**Run 1: placed standard cells**

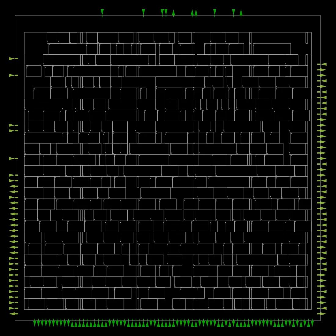
**Run 1: PDN straps and rails**

Drawn at 6 px/um. Pins as bars on the die edge.
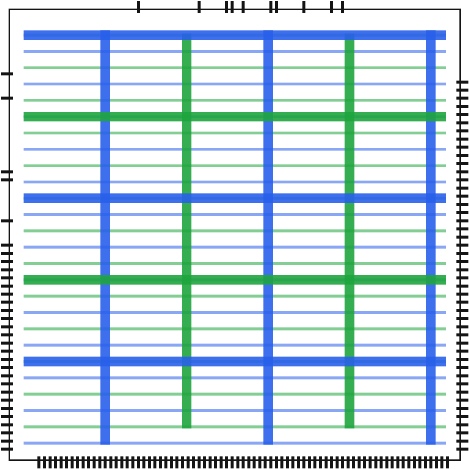
**Run 1: cell sizes after repair**

Drawn at 4 px/um.
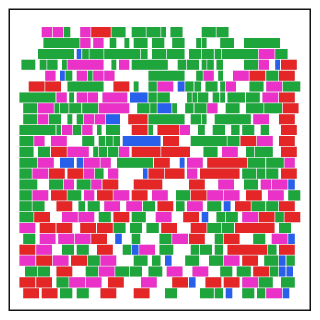
[src/rtl/mem_burst_initiator.sv]
// Burst initiator for the single-port memory bank.
// Takes one burst command at a time and either streams write beats
// straight onto the memory port or issues reads and returns the data as
// a stream. The memory port is owned exclusively by this block.
module mem_burst_initiator #(
    parameter int AddrSize = 8,
    parameter int DataSize = 32,
    parameter int LenSize  = 4
) (
    input  logic                Clk,
    input  logic                Reset,
    input  logic                Cmd_Valid,
    output logic                Cmd_Ready,
    input  logic                Cmd_R_W,
    input  logic [AddrSize-1:0] Cmd_Addr,
    input  logic [LenSize-1:0]  Cmd_Len,
    input  logic                Wr_Valid,
    output logic                Wr_Ready,
    input  logic [DataSize-1:0] Wr_Data,
    output logic                Rd_Valid,
    input  logic                Rd_Ready,
    output logic [DataSize-1:0] Rd_Data,
    output logic                Rd_Last,
    output logic                Busy,
    output logic                Done,
    output logic                Mem_Valid,
    output logic                Mem_R_W,
    output logic [AddrSize-1:0] Mem_Addr,
    output logic [DataSize-1:0] Mem_Din,
    input  logic [DataSize-1:0] Mem_Dout
);

    typedef enum logic [1:0] {
        IDLE     = 2'd0,
        WRITE    = 2'd1,
        RD_ISSUE = 2'd2,
        RD_DATA  = 2'd3
    } state_t;

    state_t              state;
    logic [AddrSize-1:0] cur_addr;
    logic [LenSize-1:0]  beats_left;
    logic                last_beat;

    assign last_beat = (beats_left == '0);

    // Burst sequencing: address/count bookkeeping and the one-cycle Done pulse.
    always_ff @(posedge Clk or negedge Reset) begin
        if (!Reset) begin
            state      <= IDLE;
            cur_addr   <= '0;
            beats_left <= '0;
            Done       <= 1'b0;
        end else begin
            Done <= 1'b0;
            case (state)
                IDLE: begin
                    if (Cmd_Valid) begin
                        cur_addr   <= Cmd_Addr;
                        beats_left <= Cmd_Len;
                        state      <= Cmd_R_W ? WRITE : RD_ISSUE;
                    end
                end
                WRITE: begin
                    // Beat is written to memory on the same edge as the handshake.
                    if (Wr_Valid) begin
                        if (last_beat) begin
                            state <= IDLE;
                            Done  <= 1'b1;
                        end else begin
                            cur_addr   <= cur_addr + AddrSize'(1);
                            beats_left <= beats_left - LenSize'(1);
                        end
                    end
                end
                RD_ISSUE: begin
                    state <= RD_DATA;
                end
                RD_DATA: begin
                    // Memory holds Dout until the next read, so stalling here is safe.
                    if (Rd_Ready) begin
                        if (last_beat) begin
                            state <= IDLE;
                            Done  <= 1'b1;
                        end else begin
                            cur_addr   <= cur_addr + AddrSize'(1);
                            beats_left <= beats_left - LenSize'(1);
                            state      <= RD_ISSUE;
                        end
                    end
                end
                default: state <= IDLE;
            endcase
        end
    end

    // Port decode from the current state; the write path passes straight through.
    always_comb begin
        Cmd_Ready = (state == IDLE);
        Busy      = (state != IDLE);
        Wr_Ready  = (state == WRITE);
        Rd_Valid  = (state == RD_DATA);
        Rd_Last   = (state == RD_DATA) && last_beat;
        Rd_Data   = (state == RD_DATA) ? Mem_Dout : '0;
        Mem_Valid = ((state == WRITE) && Wr_Valid) || (state == RD_ISSUE);
        Mem_R_W   = (state == WRITE);
        Mem_Addr  = cur_addr;
        Mem_Din   = (state == WRITE) ? Wr_Data : '0;
    end

endmodule

[config.mk]
export PLATFORM = sky130hd
export DESIGN_NAME = mem_burst_initiator
export DESIGN_NICKNAME = d
export VERILOG_FILES = /design/src/rtl/mem_burst_initiator.sv
export SDC_FILE = /design/constraint.sdc
export NUM_CORES = 1
export LEC_CHECK = 0
export ABC_CLOCK_PERIOD_IN_PS = 1800
export CAP_MARGIN = 0
export CORE_MARGIN = 2
export CORE_UTILIZATION = 28
export CTS_CLUSTER_SIZE = 28
export DETAILED_ROUTE_END_ITERATION = 8
export PLACE_DENSITY_LB_ADDON = 0.05
export SLEW_MARGIN = 40
export SYNTH_ARGS = -nofsm -noshare
export SYNTH_HDL_FRONTEND = slang
export SYNTH_SLANG_ARGS = --single-unit
[constraint.sdc]
create_clock -name Clk -period 1.8 [get_ports Clk]
set_input_delay 0.54 -clock Clk [delete_from_list [all_inputs] [get_ports Clk]]
set_output_delay 0.54 -clock Clk [all_outputs]
set_load 0.02 [all_outputs]
==> GITHUB_STEP_SUMMARY, run 1 <==
### Flow metrics

| Metric | Value |
|---|---|
| Outcome | `complete, but fails checks` |
| Failing checks | `setup timing` |
| And+or+nand+nor area frac | `47.2%` |
| Clock Tree Buf Depth | `2` |
| CP peak stage delay | `0.48 ns` |
| CP Launch Point | `Mem_Dout[10]` |
| H-tree Lvls | `1` |
| CTS tree | `yes` |
| Setup tns final | `-2.38 ns` |
| Drc violations | `0` |
| Sw Share | `45.3%` |
| Hold Fails Final Rpt | `0` |
| Share of post-route cells with drive strength above 1 | `49.3%` |
| Fillcell total | `325` |
| Fin worst setup slack | `-0.0999 ns` |
| Mapped cell area | `0.00141 mm2` |
| Worst-Margin Slew | `0.306 ns` |
| Clk root buf | `clkbuf_8` |
| Top cells, area | `and3_1 30%, dfrtp_1 27%, nand3_1 3.6%` |
| Largest fanout on the critical path | `1` |
| Post-synthesis async set-or-reset flop share | `100%` |
| DRT iter0 DRCs | `166` |
| MUX area fraction | `3.20%` |
| Row Count | `25` |
| Top cell area share | `29.8%` |
| EDFF count, synth | `0` |
| Post-synth top cells | `67 x and3_1, 15 x dfrtp_1, 13 x clkbuf_1, 13 x nor2_1, 12 x nand2_1` |
| NumNets Final | `464` |
| Setup crit start kind | `primary input` |
| Total GRT Usage | `27.6%` |
| Yosys Chip Area | `0.00141 mm2` |
| Pre-Place Util | `29.4%` |
| XOR/XNOR share of the synthesized area | `0%` |
| Seq share, synth | `26.7%` |
| Fmax | `0.526 GHz` |
| Tool Warnings | `28` |
| N_diodes | `0` |
| Port Buffers | `161` |
| #FFs+latches synth | `15` |
| Dominant cell type by area after synthesis | `and3_1` |
| Comb pwr share | `84.9%` |
| Final setup viols | `60` |
| Via/cell ratio | `5.13` |
| Worst Path Arrival | `1.36 ns` |
| Max cap viols | `0` |
| Cell total in the yosys stat output | `186` |
| Routed Antenna Nets | `0` |
| Post-cts hold buffer count | `0` |
| Cycle use final | `106%` |
| Post-Route WL | `8030 um` |
| Number of global-route vias before repair | `2223` |
| Chip area | `0.00561 mm2` |
| P_sw | `0.00292 W` |
| Synth Area in Adders | `1.78%` |
About 'placed standard cells':
Core Area: 0.00479 mm2
fraction of area in registers: 9.86%
flip-flops: 15

About 'PDN straps and rails':
[blue] VSS
[green] VDD
met1 rails: 26
signal pins: 162
rows: 25
Die Span Y: 74.9 um
worst vdd rail ir drop: 904 uV
die width: 74.9 um

About 'cell sizes after repair':
[green] x1 and smaller | cells: 192 | share: 51% | most used: dlygate4sd2_1
[magenta] x3 and x4 | cells: 87 | share: 23% | most used: and3_4
[red] x6 and larger | cells: 75 | share: 20% | most used: buf_6
[blue] x2 | cells: 25 | share: 6.6% | most used: buf_2
Synth-to-Final Area Change: 171%
fin area: 0.00382 mm2
fin worst setup slack: -0.0999 ns
bufs w/o clock: 210

-- run 1: cells in the final DEF, fill, tap and decap left out, types with 4 or more instances in the layout --
cell type         n
buf_6            64
nand3_1           9
o21ai_1           6
o32ai_1           4
nand2_1          12
dfrtp_1          14
dlymetal6s2s_1    9
clkdlybuf4s50_1  38
and3_4           46
nor2_1           11
buf_2            14
buf_4            34
dlygate4sd2_1    43
inv_2             5
buf_16            4
and3_1           21
-- run 1: stage by stage --
| stage | instances | hold slack (ns) | utilization, % | instance area, um2 | power [W] |
|---|---|---|---|---|---|
| 2_1_floorplan | 186 | 0.244 | - | 1410 | 0.00293 |
| 3_3_place_gp | 420 | 0.519 | 67.6 | 3240 | 0.00489 |
| 3_5_place_dp | 420 | 0.526 | 67.6 | 3240 | 0.00491 |
| 4_1_cts | 444 | 0.531 | 77.6 | 3710 | 0.00618 |
| 5_1_grt | 446 | 0.597 | 79.8 | 3820 | 0.00682 |
| 6_report | 446 | 0.564 | 79.8 | 3820 | 0.00645 |
-- run 1: metal layers --
layer / up-vias / global-route usage, % / wire length (um)
li1: 1074 / - / -
met1: 1054 / 31.6 / 2950
met3: 27 / 6.02 / 634
met2: 134 / 50.4 / 4210
met5: - / 0 / 0
met4: 0 / 9.72 / 233
-- run 1: power by group through the flow --
stage / clock network, W / registers [W] / logic (W)
floorplan: 0 / 0.000777 / 0.00216
global placement: 0 / 0.000678 / 0.00421
global route: 0.000320 / 0.000701 / 0.00580
CTS: 0.000299 / 0.000667 / 0.00522
detailed placement: 0 / 0.000685 / 0.00423
finish: 0.000298 / 0.000675 / 0.00548
-- run 1: cell type report --
type	count	area [um2]	area share [%]
clock buffer	3	41.3	1.08
clock inverter	1	5.00	0.131
inverter	5	18.8	0.491
multi-input combinational	145	1190	31.3
sequential	15	377	9.86
tap	67	83.8	2.19
timing repair buffer	210	2100	55.0
-- run 1: critical path, delay by kind of cell --
family        cells  cell delay, ns
buf+inv           2            0.64
simple gates      1            0.17
-- run 1: registers in the layout, summed over array words and instances (netlist names) --
| name | flops |
|---|---|
| Done | 1 |
| Mem_Addr | 8 |
| beats_left | 4 |
| state | 2 |
-- run 1: timing repair --
item	in CTS	in global routing
pin swaps	19	16
endpoints found under the setup margin	87	79
gates cloned	6	1
buffers inserted	15	3
gates resized	496	34
-- run 1: how the worst min path moves through the flow --
stage | from | end | slack [ns] | cells after the start
global placement | Mem_Addr[1] | Mem_Addr[1] | 0.52 | 2
detailed placement | Mem_Addr[1] | Mem_Addr[1] | 0.53 | 2
CTS | Mem_Addr[1] | Mem_Addr[1] | 0.53 | 2
finish | Mem_Addr[1] | Mem_Addr[1] | 0.56 | 2
floorplan | Reset | Done | 0.24 | 0
global route | Mem_Addr[1] | Mem_Addr[1] | 0.60 | 2
-- run 1: kinds of logic after synthesis --
family / count (synthesis)
AND/OR/NAND/NOR: 114
multiplexers: 4
AND-OR/OR-AND: 25
adder cells (fa/ha/maj): 2
buffers and inverters: 26
flip-flops: 15
==> inputs of run 2 (changes only) <==
ABC_CLOCK_PERIOD_IN_PS = 2400   (was 1800)
CORE_UTILIZATION = 30   (was 28)
CTS_CLUSTER_DIAMETER = 60   (was default)
RECOVER_POWER = 25   (was default)
clock period = 2.4 ns   (was 1.8 ns; I/O delays follow)
**Run 2: wiring heat map**

Drawn at 4 px/um. The die is cut into 14 by 14 equal tiles; dark purple is low, yellow is high, scaled to the fullest tile. Values are wire area over tile area, all layers added.
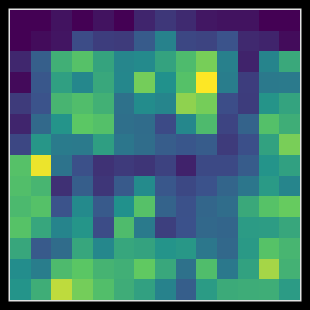
fullest tile: 0.47
nearly empty tiles: 3.6%
tiles over half the peak: 42%
mean over tiles: 0.20
Post-Route WL: 6320 um
routed len/inst: 15.8 um
vias post-DR: 2015
Total GRT Usage: 23.6%

==> run 2 against run 1 <==
The run now ends clean. Clock power is 31% lower. Critical path depth stayed put. First-iteration DRC count is 33% lower. Sequential cell count stayed put.
==> GITHUB_STEP_SUMMARY, run 2 <==
### Flow metrics

| Metric | Value |
|---|---|
| Cell total in the yosys stat output | `186 (unchanged)` |
| PD cells | `1130 mW/mm2` |
| Top-count cell post-synth | `and3_1` |
| Static leakage | `1.68 nW` |
| Hold Fails Final Rpt | `0 (unchanged)` |
| Port Buffers | `161 (unchanged)` |
| Crit end category | `output port` |
| Min-delay worst type | `reg -> reg` |
| Crit path required time | `1.68 ns` |
| EDFF count, synth | `0 (unchanged)` |
| Core Area | `0.00444 mm2 (-7.1%)` |
| Die Span Y | `72.5 um (-3.2%)` |
| Outcome | `completed` |
| Comb pwr share | `78.7% (-6.2 points)` |
| Tool Warnings | `26 (-7.1%)` |
| Setup crit start kind | `primary input` |
| Fmax | `0.420 GHz` |
| Worst-Margin Slew | `0.864 ns (+0.558 ns)` |
| Clock Tree Buf Depth | `2 (unchanged)` |
| Most frequent cells in the layout | `85 x clkdlybuf4s50_1, 67 x and3_1, 43 x dlygate4sd2_1` |
| Seq share, synth | `26.7% (unchanged)` |
| DRT Pass-1 Iters | `4` |
| Most common cell after layout, fill and taps aside | `clkdlybuf4s50_1` |
| Mapped cell area | `0.00141 mm2 (unchanged)` |
| Largest fanout on the critical path | `1 (unchanged)` |
| Synth-to-Final Area Change | `120%` |
| Yosys Chip Area | `0.00141 mm2 (unchanged)` |
| GP Congestion | `0.801` |
| Post-synth cell types | `35` |
| Hold Path Origin | `beats_left[0]` |
| And+or+nand+nor area frac | `47.2% (unchanged)` |
| Worst vdd rail ir drop | `675 uV (-25%)` |
| MUX area fraction | `3.20% (unchanged)` |
| Main flop type after synthesis | `dfrtp_1` |
| Power Internal | `0.00173 W` |
| Pre-Place Util | `31.7% (+2.3 points)` |
| Routed Antenna Nets | `0 (unchanged)` |
| Synth Area in Adders | `1.78% (unchanged)` |
| Drc violations | `0 (unchanged)` |
| NumNets Final | `432 (-6.9%)` |
| Row Count | `24 (-4.0%)` |
| Synth Area in Compound Gates | `12.9%` |
| R2R Setup Slk | `0.66 ns` |
| RSZ-0062 raised after global routing | `no` |
| N_diodes | `0 (unchanged)` |
| Die width | `72.5 um (-3.2%)` |
| Register-to-Register Path Depth | `7` |
| Post-synth top cells | `67 x and3_1, 15 x dfrtp_1, 13 x clkbuf_1, 13 x nor2_1, 12 x nand2_1` |
| Syn Inst Count | `186` |
| WHS Endpoint | `beats_left[0]` |
| Post-synthesis async set-or-reset flop share | `100% (unchanged)` |
| Reg2reg end | `Mem_Addr[6]` |
| Via/cell ratio | `5.05 (-1.6%)` |
| Share of post-route cells with drive strength above 1 | `9.22% (-40 points)` |
| H-tree Lvls | `1 (unchanged)` |
| Flop pwr share | `15.4%` |
| DRT iter0 DRCs | `112 (-33%)` |
| #FFs+latches synth | `15 (unchanged)` |
| Final setup viols | `0 (-100%)` |
| P_sw | `0.00177 W (-39%)` |
| Dominant cell type by area after synthesis | `and3_1` |
| XOR/XNOR share of the synthesized area | `0% (unchanged)` |
| Clk slew on worst S/H paths | `0.06 ns` |
| Sw Share | `50.5% (+5.2 points)` |
| Main logic family | `simple AND/OR/NAND/NOR gates` |
| Tot Pwr | `0.00351 W (-46%)` |
| Top cell area share | `29.8% (unchanged)` |
| Num CTS Buffers | `3` |
| Max Slew Vio Count | `0` |
| Hold Path Stages | `2 (unchanged)` |
| Clk root buf | `clkbuf_8` |
| CTS Sinks | `15` |
| Max cap viols | `0 (unchanged)` |
| Initial antenna violation count | `0` |
| Chip area | `0.00526 mm2 (-6.3%)` |
| Reg-to-Reg Start | `beats_left[0]` |
| Congestion Overflow GR | `0` |
| Worst Path Arrival | `1.66 ns (+0.30 ns)` |
| Fin crit period | `2.38 ns` |
| Number of global-route vias before repair | `1935 (-13%)` |
| Post-cts hold buffer count | `0 (unchanged)` |
| Cycle use final | `99.3%` |
| Pin count of the biggest net entering global routing | `34` |
| Global-route wire length before repair | `9790 um` |
| Top cells, area | `and3_1 30%, dfrtp_1 27%, nand3_1 3.6%` |
| CTS tree | `yes` |
| Number of flip-flops in the largest register | `8 (unchanged)` |
| Synth Warn # | `0` |
**Run 2: where the registers sit**

Drawn at 4 px/um. Other sequential cells in the stronger grey, the rest of the logic in the fainter grey.
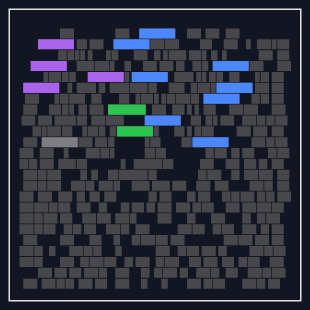
[green] state | placed flops: 2
[purple] beats_left | placed flops: 4 | where: north-west
[blue] Mem_Addr | placed flops: 8
not coloured: 1
Flop area: 377 um2
Final Core Density: 69.7%
Seq power: 0.000540 W
fraction of area in registers: 12.2%

==> run 2: cell count changes in the layout (fill, tap and decap cells not counted), moves of 3 or more <==
cell	previous run	this run
buf_16	4	0
and3_1	21	67
inv_1	0	5
inv_2	5	0
buf_6	64	0
clkbuf_2	0	6
buf_4	34	13
and3_4	46	0
clkbuf_1	0	3
clkdlybuf4s50_1	38	85
dlymetal6s2s_1	9	3
clkdlybuf4s15_1	0	18
buf_2	14	1
dlygate4sd3_1	0	5
==> run 2: logic make-up (layout without fill, tap and decap cells) <==
| family | count (synthesis) | in the layout |
|---|---|---|
| multiplexers | 4 | 4 |
| AND/OR/NAND/NOR | 114 | 114 |
| buffers and inverters | 26 | 187 |
| flip-flops | 15 | 15 |
| adder cells (fa/ha/maj) | 2 | 2 |
| AND-OR/OR-AND | 25 | 25 |
==> run 2: power by group through the flow <==
| stage | Combinational (W) | Sequential (W) | Clock, W |
|---|---|---|---|
| 2_1_floorplan | 0.00161 | 0.000583 | 0 |
| 3_3_place_gp | 0.00300 | 0.000532 | 0 |
| 3_5_place_dp | 0.00304 | 0.000538 | 0 |
| 4_1_cts | 0.00279 | 0.000536 | 0.000213 |
| 5_1_grt | 0.00299 | 0.000565 | 0.000227 |
| 6_report | 0.00276 | 0.000540 | 0.000207 |
==> run 2: repair_timing <==
item,CTS,global route
buffers inserted,0,0
endpoints found under the hold margin,0,0
endpoints found under the setup margin,68,27
resized,73,31
cloned,0,0
==> run 2: metal layers <==
metal	track usage [%]	up-vias	share of wire [%]
met2	43.2	107	51
met1	27.0	891	39
li1	-	1005	-
met5	0	-	0
met3	6.81	12	8.9
met4	5.56	0	1.7
==> run 2: how the worst max path moves through the flow <==
| stage | end | startpoint | cells after the start | slack, ns |
|---|---|---|---|---|
| CTS | Mem_Din[30] | Wr_Data[30] | 3 | 0.001 |
| floorplan | Wr_Ready | state[0] | 5 | 0.35 |
| detailed placement | Mem_Valid | Wr_Valid | 4 | -0.33 |
| global placement | Mem_Valid | Wr_Valid | 4 | -0.31 |
| global route | Rd_Data[9] | Mem_Dout[9] | 3 | 0.0002 |
| finish | Mem_Din[2] | Wr_Data[2] | 3 | 0.02 |
==> run 2: per-stage QoR <==
stage | area (um2) | worst slack (ns) | TNS [ns] | instances | hold WS (ns)
after CTS | 3110 | 0.00104 | 0 | 399 | 0.549
final | 3100 | 0.0167 | 0 | 399 | 0.544
after global placement | 3140 | -0.315 | -15.40 | 395 | 0.504
after global routing | 3100 | 0.000159 | 0 | 399 | 0.589
after detailed placement | 3140 | -0.335 | -15.95 | 395 | 0.527
after floorplan | 1410 | 0.351 | 0 | 186 | 0.424
==> run 2: area by class of cell <==
type	instances	area (um2)
fillers	404	1350
multi-input cells	145	916
clock buffers	4	45.0
repair buffers	178	1680
inverters	5	18.8
flip-flops and latches	15	377
well taps	52	65.1
==> run 2: worst max-delay path: stages <==
cell and delay, ns:
clkdlybuf4s50_1 0.46, and3_1 0.14, dlygate4sd2_1 0.34
Power is estimated from default activity; no workload was simulated.
